==> config.mk <==
export PLATFORM = sky130hd
export DESIGN_NAME = uart_rx_fifo
export DESIGN_NICKNAME = d
export VERILOG_FILES = /design/src/rtl/uart_rx_fifo.sv
export SDC_FILE = /design/constraint.sdc
export NUM_CORES = 1
export LEC_CHECK = 0
export CAP_MARGIN = 30
export CORE_AREA = 10 10 110 112
export CTS_CLUSTER_DIAMETER = 100
export DETAILED_ROUTE_END_ITERATION = 16
export DIE_AREA = 0 0 120 122
export PLACE_DENSITY = 0.59
export SYNTH_ARGS = -nofsm -noshare
export SYNTH_HDL_FRONTEND = slang
export SYNTH_SLANG_ARGS = --single-unit
==> constraint.sdc <==
create_clock -name CLK -period 2.5 [get_ports CLK]
set_input_delay 0.375 -clock CLK [delete_from_list [all_inputs] [get_ports CLK]]
set_output_delay 0.375 -clock CLK [all_outputs]
set_load 0.03 [all_outputs]
==> src/rtl/uart_rx_fifo.sv <==
// uart_rx_fifo: receive-side frame buffer behind the UART receiver.
// Each completed frame ({stop_err, parity_err, byte}) goes into a circular
// FIFO. The FIFO is drained show-ahead through a valid/ready handshake.
// A sticky overrun flag records frames that were dropped while the FIFO was full.
// Optional macro UART_RX_FIFO_DISCARD_ERR_EN: error frames are discarded
// rather than stored, and they are counted in a saturating err_frames counter.
module uart_rx_fifo #(
  parameter int DEPTH  = 8,
  parameter int ADDR_W = 3
) (
  input  logic              CLK,
  input  logic              RST,
  input  logic [7:0]        P_DATA,
  input  logic              Data_Valid,
  input  logic              Parity_Error,
  input  logic              Stop_Error,
  output logic [7:0]        rd_data,
  output logic              rd_par_err,
  output logic              rd_stp_err,
  output logic              rd_valid,
  input  logic              rd_ready,
  output logic [ADDR_W:0]   fifo_count,
  output logic              overrun,
  input  logic              clr_ovr,
  output logic [7:0]        err_frames
);

  localparam logic [ADDR_W:0]   CNT_ONE  = (ADDR_W+1)'(1);
  localparam logic [ADDR_W:0]   CNT_FULL = (ADDR_W+1)'(DEPTH);
  localparam logic [ADDR_W-1:0] PTR_ONE  = ADDR_W'(1);

  logic [9:0]        mem [0:DEPTH-1];
  logic [ADDR_W-1:0] wr_ptr_q, wr_ptr_d;
  logic [ADDR_W-1:0] rd_ptr_q, rd_ptr_d;
  logic [ADDR_W:0]   count_q, count_d;
  logic              ovr_q, ovr_d;
  logic              wr_evt, wr_req, full, push, pop, drop;
  logic [9:0]        head;

  assign wr_evt = Data_Valid | Parity_Error | Stop_Error;

`ifdef UART_RX_FIFO_DISCARD_ERR_EN
  logic       err_evt;
  logic [7:0] err_q, err_d;

  // Error frames bypass the FIFO entirely, so they can neither push nor overrun.
  assign err_evt = Parity_Error | Stop_Error;
  assign wr_req  = wr_evt & ~err_evt;

  // Saturating count of discarded error frames.
  always_comb begin
    err_d = err_q;
    if (err_evt && err_q != 8'hFF) err_d = err_q + 8'd1;
  end

  // Error counter register.
  always_ff @(posedge CLK) begin
    if (!RST) err_q <= '0;
    else      err_q <= err_d;
  end

  assign err_frames = err_q;
`else
  assign wr_req     = wr_evt;
  assign err_frames = '0;
`endif

  assign full     = (count_q == CNT_FULL);
  assign rd_valid = (count_q != '0);
  assign pop      = rd_valid & rd_ready;
  // When the FIFO is full, a same-cycle pop makes room, so the write is still accepted.
  assign push     = wr_req & (~full | pop);
  assign drop     = wr_req & full & ~pop;

  // Next-state logic for the pointers, the occupancy counter and the sticky overrun flag.
  always_comb begin
    wr_ptr_d = wr_ptr_q;
    rd_ptr_d = rd_ptr_q;
    count_d  = count_q;
    ovr_d    = ovr_q;
    if (push) wr_ptr_d = wr_ptr_q + PTR_ONE;
    if (pop)  rd_ptr_d = rd_ptr_q + PTR_ONE;
    case ({push, pop})
      2'b10:   count_d = count_q + CNT_ONE;
      2'b01:   count_d = count_q - CNT_ONE;
      default: count_d = count_q;
    endcase
    if (clr_ovr) ovr_d = 1'b0;
    if (drop)    ovr_d = 1'b1;
  end

  // Control state registers.
  always_ff @(posedge CLK) begin
    if (!RST) begin
      wr_ptr_q <= '0;
      rd_ptr_q <= '0;
      count_q  <= '0;
      ovr_q    <= 1'b0;
    end else begin
      wr_ptr_q <= wr_ptr_d;
      rd_ptr_q <= rd_ptr_d;
      count_q  <= count_d;
      ovr_q    <= ovr_d;
    end
  end

  // Entry storage is not cleared on reset; the reset pointers make old entries unreachable.
  always_ff @(posedge CLK) begin
    if (push) mem[wr_ptr_q] <= {Stop_Error, Parity_Error, P_DATA};
  end

  assign head       = mem[rd_ptr_q];
  assign rd_data    = rd_valid ? head[7:0] : '0;
`ifdef UART_RX_FIFO_DISCARD_ERR_EN
  assign rd_par_err = 1'b0;
  assign rd_stp_err = 1'b0;
`else
  assign rd_par_err = rd_valid & head[8];
  assign rd_stp_err = rd_valid & head[9];
`endif
  assign fifo_count = count_q;
  assign overrun    = ovr_q;

endmodule
==> flow_summary.json, run 1 <==
{
  "status": "completed",
  "finalCriticalPeriod_ps": 2380,
  "wire_per_inst_um": 18.2,
  "p_leak_nw": 1.57,
  "nWellTaps": 136,
  "stdcell_count": 417,
  "power_density_nw_per_um2": 877,
  "post_cts_resized": 9,
  "final-clk-cell-share_pct": 4.24,
  "ys_sh_mux_pct": 14.8,
  "io_pins": 39,
  "insertion_delay_ps": 350,
  "fin_nets": 294,
  "dp_slack_ps": 94.7,
  "crit_fanout": 10,
  "ys_sh_adder_pct": 0.977,
  "cp-start-kind": "register",
  "seqPwrFrac_pct": 45.8,
  "wl_met1_um": 3400,
  "rsz0062_at_grt": "no",
  "grtUsageMet1_pct": 13.6,
  "top_layer_used": "met4",
  "worst-setup-path-type": "reg2out",
  "ctsHoldBuffers": 0,
  "layout.cells.most_common": "edfxtp_1",
  "met3_length_um": 477,
  "inverters": 4,
  "drtIter0Drc": 150,
  "multiInputCombCellCount": 110,
  "wl_met2_um": 3670,
  "busiest_layer": "met2",
  "grt_max_degree": 21,
  "p_comb_share_pct": 30.0,
  "ff_count": 94,
  "die_width_um": 120,
  "critical_path_required_ps": 2120,
  "core_um2": 10000,
  "yosys_warnings": 0,
  "flop_area_um2": 2680,
  "tns_ps": 0,
  "synthesis.area_um2": 3840,
  "cts_tree": "done",
  "yosys_area_um2": 3840,
  "aoi_share_pct": 3.61
}
## run 1: power groups by stage
| stage | sequential (mW) | clock [mW] | combinational, mW |
|---|---|---|---|
| floorplan | 1.92 | 0 | 0.794 |
| global placement | 1.90 | 0 | 1.27 |
| detailed placement | 1.90 | 0 | 1.28 |
| global route | 1.89 | 1.10 | 1.34 |
| CTS | 1.87 | 1.03 | 1.23 |
| finish | 1.87 | 0.992 | 1.23 |
## run 1: final timing paths
check	depth (start not counted)	startpoint	to
hold / removal	2	fifo_count[0]	fifo_count[0]
hold reg to reg	2	fifo_count[0]	fifo_count[0]
setup / recovery	5	register	rd_data[1]
setup reg to reg	8	fifo_count[1]	fifo_count[2]
## run 1: cell usage after synthesis
cell / instances
buf_1: 1
nor3b_2: 1
a41oi_1: 1
mux4_2: 20
o32a_1: 1
nor4_1: 3
buf_6: 2
a2111oi_4: 1
o21ai_1: 1
o31ai_1: 1
buf_4: 8
mux2i_1: 12
o41ai_2: 1
clkbuf_1: 4
a21oi_1: 1
edfxtp_1: 80
nor3_1: 6
o211a_1: 1
nand2b_1: 3
nor2_1: 24
and3_1: 1
buf_2: 3
xnor2_1: 2
ha_1: 3
xor2_1: 4
conb_1: 1
inv_1: 3
or3_1: 2
o21ai_0: 2
a211oi_1: 1
inv_2: 1
nor4b_1: 2
o21ai_4: 1
nand2_1: 5
dfxtp_1: 14
o211ai_1: 2
## run 1: flip-flops by register name, indices dropped and copies added, names as in the netlist, named ones only
signal      cells
overrun         1
rd_ptr_q        3
fifo_count      4
mem            80
wr_ptr_q        3
## run 1: worst max-delay path: stages, from the launching register on
cell and delay, ps:
dfxtp_2 400, clkbuf_16 210, mux4_2 500, mux2i_1 150, nor2_1 50, dlygate4sd2_1 350
### Met1 routing, run 1

Cells faint in the background.
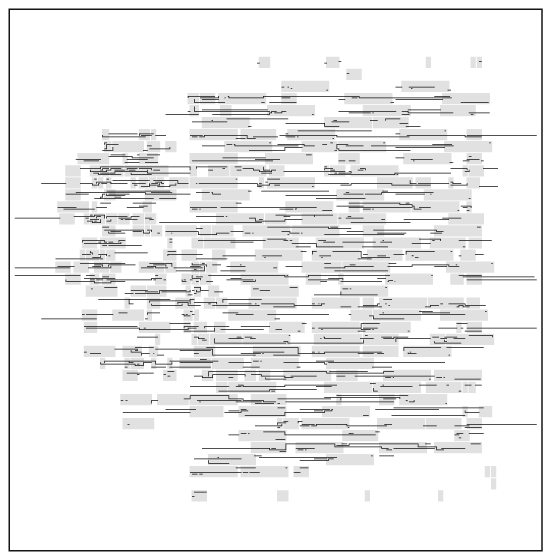
nets with wire on the layer	265
wire length on this layer	3400 µm
longest straight run	26.7 µm
share of all routed wire	45%
main direction	horizontal

### Cell area per tile, run 1

Bar = 20 µm. 12 x 12 tiles, from dark blue (low) to red (high), 0 to 100% covered.
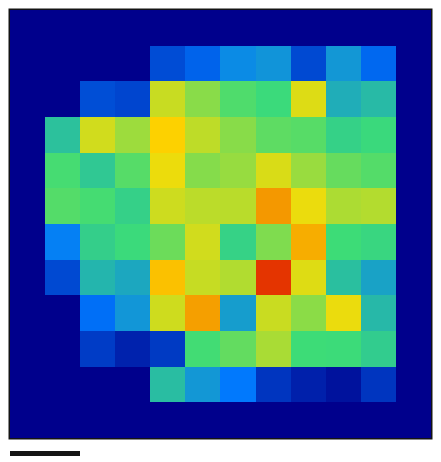
fullest tile	94%
densest ninth of the die	center
nearly empty tiles	37%
mean over tiles	31%

### Drive-strength map, run 1

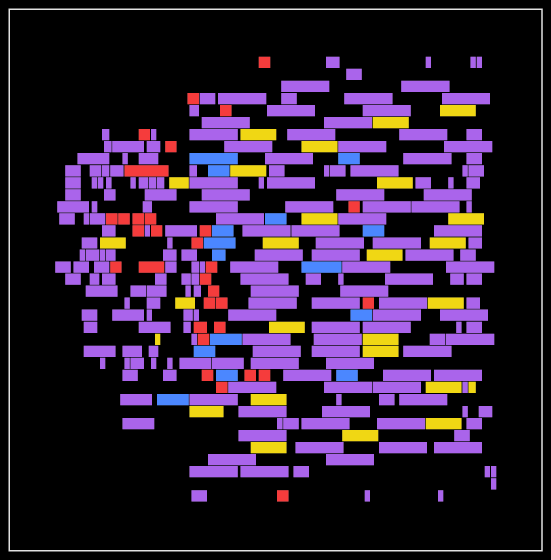
size	color	cells	share	most used
x3 and x4	red	31	11%	buf_4
x1 and smaller	purple	209	74%	edfxtp_1
x2	yellow	26	9.3%	mux4_2
x6 and larger	blue	15	5.3%	clkbuf_8
final setup margin: 117 ps
Non-Clock Buffer Count: 57
Synth-to-Final Area Change: 21.5%
design area: 4670 µm²

### Metal 2, run 1

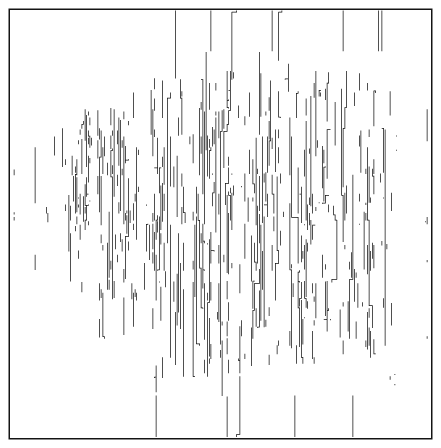
longest straight run	61.5 µm
share of all routed wire	48%
via count: 2018
drt total wl: 7600 µm
met2 usage: 17.6%

## Run 2: what changed since run 1
CORE_AREA = 10 10 138 89   (was 10 10 110 112)
DIE_AREA = 0 0 148 99   (was 0 0 120 122)
PLACE_DENSITY = 0.6   (was 0.59)
SKIP_CTS_REPAIR_TIMING = 1   (was unset)
==> run 2 against run 1 <==
  * Synthesized area stayed put
  * Flip-flop count unchanged
  * Routed wire length rose by 1.1%
  * Hold slack better by 6.0 ps
  * Fmax up 4.2%
  * Total power increased by 6.9%
  * Cell count shrank 2.4%
  * Via count grew 0.25%
  * Utilization up 1.8 points
  * Sequential power is essentially flat
  * Register-to-register slack improved by 70 ps
  * Clock power up 28%
  * Critical path type unchanged
  * Critical endpoint is now rd_data[5]
  * Largest cell class unchanged
==> flow_summary.json, run 2 <==
{
  "status": "completed",
  "vias": 2023,
  "critical_path_required_ps": 2120,
  "crit_fanout": 20,
  "crit_family": "multiplexers",
  "setup_ws_ps": 214,
  "worst-setup-path-type": "reg2out",
  "yosys_warnings": 0,
  "slowest_delay_ps": 520,
  "dp_slack_ps": -3.65,
  "edf_count": 80,
  "die_width_um": 148,
  "cts_tree": "done",
  "cp-start-kind": "register",
  "drtIter0Drc": 137,
  "syn-instance-count": 219,
  "yosys_area_um2": 3840,
  "min_path_cells": 2,
  "seqPwrFrac_pct": 43.1,
  "ff_type": "edfxtp_1",
  "crit_cells": 5,
  "insertion_delay_ps": 340,
  "async_flop_share_pct": 0,
  "syn_area_per_cell_um2": 17.5,
  "crit_chain": "buf_12, mux4_2, mux2i_1, nor2_1, dlymetal6s2s_1",
  "cp_slowest_cell": "mux4_2",
  "power_density_nw_per_um2": 932,
  "grt_max_degree": 21,
  "gr-total-overflow": 0,
  "p_leak_nw": 1.68,
  "path_buffers": 2,
  "drt_wl_total_um": 7680,
  "top_area_cell": "edfxtp_1",
  "top_register": "mem",
  "common_cells": "edfxtp_1 (80), nor2_1 (24), mux4_2 (20), dfxtp_1 (14), mux2i_1 (12)",
  "ys_seq_share_pct": 69.8,
  "io_pins": 39,
  "area_growth_pct": 22.2,
  "tritoncts.num_buffers": 9,
  "core_um2": 9740,
  "finalCriticalPeriod_ps": 2290,
  "largest_register_ffs": 80,
  "flop_area_um2": 2680,
  "port_buffers": 30,
  "rsz0062_at_grt": "no",
  "r2r_cells": 7,
  "stdcell_count": 407,
  "layout.cells.most_common": "edfxtp_1",
  "synthesis.area_um2": 3840
}
run 2: area by class of cell:
class,count,share of cell area (%)
Sequential cell,94,57.1
Clock inverter,3,0.799
Multi-Input combinational cell,110,22.6
Inverter,4,0.320
Clock buffer,11,4.96
Tap cell,135,3.60
Timing Repair Buffer,50,10.6
run 2: power by group through the flow:
stage                     clock, mW  sequential (mW)  combinational [mW]
after floorplan                   0             1.92               0.794
after global placement            0             1.91                1.24
after detailed placement          0             1.92                1.25
after CTS                      1.31             1.89                1.25
after global routing           1.38             1.90                1.32
final                          1.27             1.89                1.22
run 2: worst paths after layout:
| kind | slack (ps) | end | start |
|---|---|---|---|
| worst max-delay path | 210 | rd_data[5] | register |
| worst min-delay path | 530 | rd_ptr_q[2] | rd_ptr_q[2] |
| worst max register to register | 390 | fifo_count[2] | fifo_count[2] |
| worst min register to register | 530 | rd_ptr_q[2] | rd_ptr_q[2] |
run 2: kinds of logic after synthesis:
family	after synthesis	share of synthesized area, %
adder cells (fa/ha/maj)	3	0.977
XOR/XNOR	6	1.37
flip-flops	94	69.8
buffers and inverters	22	3.42
multiplexers	32	14.8
other	1	0.0976
AND-OR/OR-AND	14	3.61
AND/OR/NAND/NOR	47	5.86
run 2: metrics by stage:
stage | TNS [ps] | util, % | hold slack [ps]
global route | 0 | 48.2 | 555
floorplan | 0 | - | 474
detailed placement | -3.65 | 45.2 | 527
CTS | -1570 | 48.0 | 536
global placement | 0 | 45.2 | 508
finish | 0 | 48.2 | 534
run 2: routing by layer:
layer / share of wire (%) / vias to the layer above / global-route usage (%)
met5: 0 / - / 0
met4: 1.8 / 0 / 4.17
met3: 5.1 / 12 / 3.84
met2: 46 / 52 / 16.4
met1: 47 / 1023 / 14.0
li1: - / 936 / -
### Routing congestion map, run 2

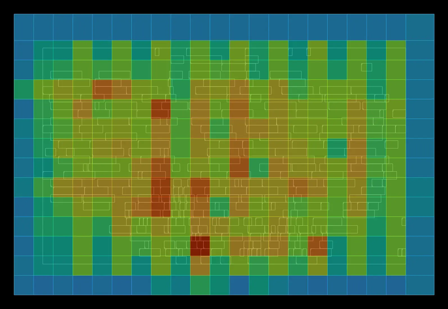
met3 Track Usage GR: 3.84%
met1 usage: 14.0%
met2 usage: 16.4%

## Run 3: what changed since run 2
CTS_BUF_LIST = sky130_fd_sc_hd__clkbuf_4 sky130_fd_sc_hd__clkbuf_8 sky130_fd_sc_hd__clkbuf_16   (was unset)
### Drive-strength map, run 3

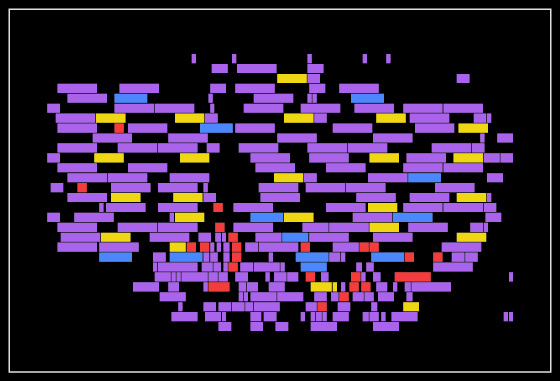
size	color	cells	share	most used
x1 and smaller	purple	213	78%	edfxtp_1
x2	yellow	24	8.8%	mux4_2
x3 and x4	red	23	8.5%	buf_4
x6 and larger	blue	12	4.4%	clkbuf_16

==> run 3 against run 2 <==
  * Utilization up 0.077 points
  * Via count is 0.69% lower
  * Largest cell class unchanged
  * Register-to-register slack hardly changed
  * Total power up 0.36%
  * Sequential share of layout area is 0.091 points lower
  * Clock skew is 0.62 ps higher
  * Global-route usage about the same
  * Fmax rose by 0.32%
  * Non-clock buffer count unchanged
==> flow_summary.json, run 3 <==
{
  "stdcell_count": 407,
  "flop_area_um2": 2680,
  "hold_start": "rd_ptr_q[2]",
  "cts_tree": "done",
  "fin_nets": 287,
  "worst-setup-path-type": "reg2out",
  "drt_wl_total_um": 7670,
  "crit_chain": "buf_12, mux4_2, mux2i_1, nor2_1, dlymetal6s2s_1",
  "syn_area_per_cell_um2": 17.5,
  "rrSetupSlack_ps": 400,
  "drtIter0Drc": 131,
  "io_pins": 39,
  "gr-total-overflow": 0,
  "status": "completed",
  "grt_max_degree": 21,
  "largest_register_ffs": 80,
  "top_area_cell": "edfxtp_1",
  "layout.cells.most_common": "edfxtp_1",
  "vias": 2009,
  "cp-start-kind": "register",
  "ff_type": "edfxtp_1",
  "worstReg2RegStart": "fifo_count[2]",
  "synthesis.area_um2": 3840,
  "edf_count": 80,
  "p_leak_nw": 1.69,
  "core_um2": 9740,
  "critical_path_required_ps": 2120,
  "syn-instance-count": 219,
  "power_density_nw_per_um2": 934,
  "r2r_cells": 7,
  "hold_slack_ps": 533,
  "yosys_area_um2": 3840,
  "rsz0062_at_grt": "no",
  "tritoncts.num_buffers": 9,
  "final_util_pct": 48.3,
  "slowest_delay_ps": 520,
  "min_path_cells": 2,
  "tns_ps": 0,
  "common_cells": "edfxtp_1 (80), nor2_1 (24), mux4_2 (20), dfxtp_1 (14), mux2i_1 (12)",
  "yosys_warnings": 0,
  "area_growth_pct": 22.4,
  "vdd_drop_max_uv": 421,
  "die_width_um": 148,
  "cp_slowest_cell": "mux4_2",
  "port_buffers": 30
}
run 3: metal layers:
metal  routed length, µm  track usage [%]  up-vias
met1                3560             14.0     1012
met3                 437             3.84       12
li1                    -                -      935
met5                   0                0        -
met2                3540             16.4       50
met4                 138             4.17        0
run 3: per-stage QoR:
stage	cell area [µm²]	worst slack, ps	power, mW
floorplan	3870	59.8	2.71
global placement	4400	103	3.15
detailed placement	4400	-3.65	3.17
CTS	4680	-199	4.47
global route	4700	91.7	4.61
finish	4700	221	4.39
run 3: how the worst max path moves through the flow:
stage	start	end	slack, ps	cells after the start
final	register	rd_data[5]	220	5
after global routing	register	rd_data[7]	90	5
after CTS	register	rd_data[5]	-200	5
after detailed placement	Stop_Error	fifo_count[2]	-4	8
after global placement	Stop_Error	fifo_count[2]	100	8
after floorplan	fifo_count[1]	mem[0][0]	60	5
run 3: worst max-delay path: cells and delay by family (launching register included):
| family | cells | cell delay (ps) |
|---|---|---|
| simple gates | 1 | 60 |
| flops | 1 | 360 |
| buf+inv | 2 | 460 |
| mux | 2 | 690 |
run 3: cell families (layout without fill, tap and decap cells):
logic type      Yosys count  in the layout  share of synthesized area [%]
flops                    94             94                           69.8
simple gates             47             47                           5.86
mux                      32             32                           14.8
buf+inv                  22             68                           3.42
compound gates           14             14                           3.61
xor+xnor                  6              6                           1.37
fa+ha+maj                 3              3                          0.977
other cells               1              8                         0.0976
run 3: cell type report:
class	count	area share, %
flip-flops and latches	94	57.0
multi-input cells	110	22.6
repair buffers	50	10.6
clock buffers	11	5.11
well taps	135	3.59
clock inverters	3	0.798
inverters	4	0.319
run 3: where the power goes:
part	internal, mW	total (mW)	leakage [nW]	switching, mW
sequential	1.82	1.89	0.847	0.0707
combinational	0.540	1.21	0.704	0.675
clock	0.779	1.29	0.137	0.512
total	3.13	4.39	1.69	1.26
No activity file was given, so power comes from the tool's default toggle rates.
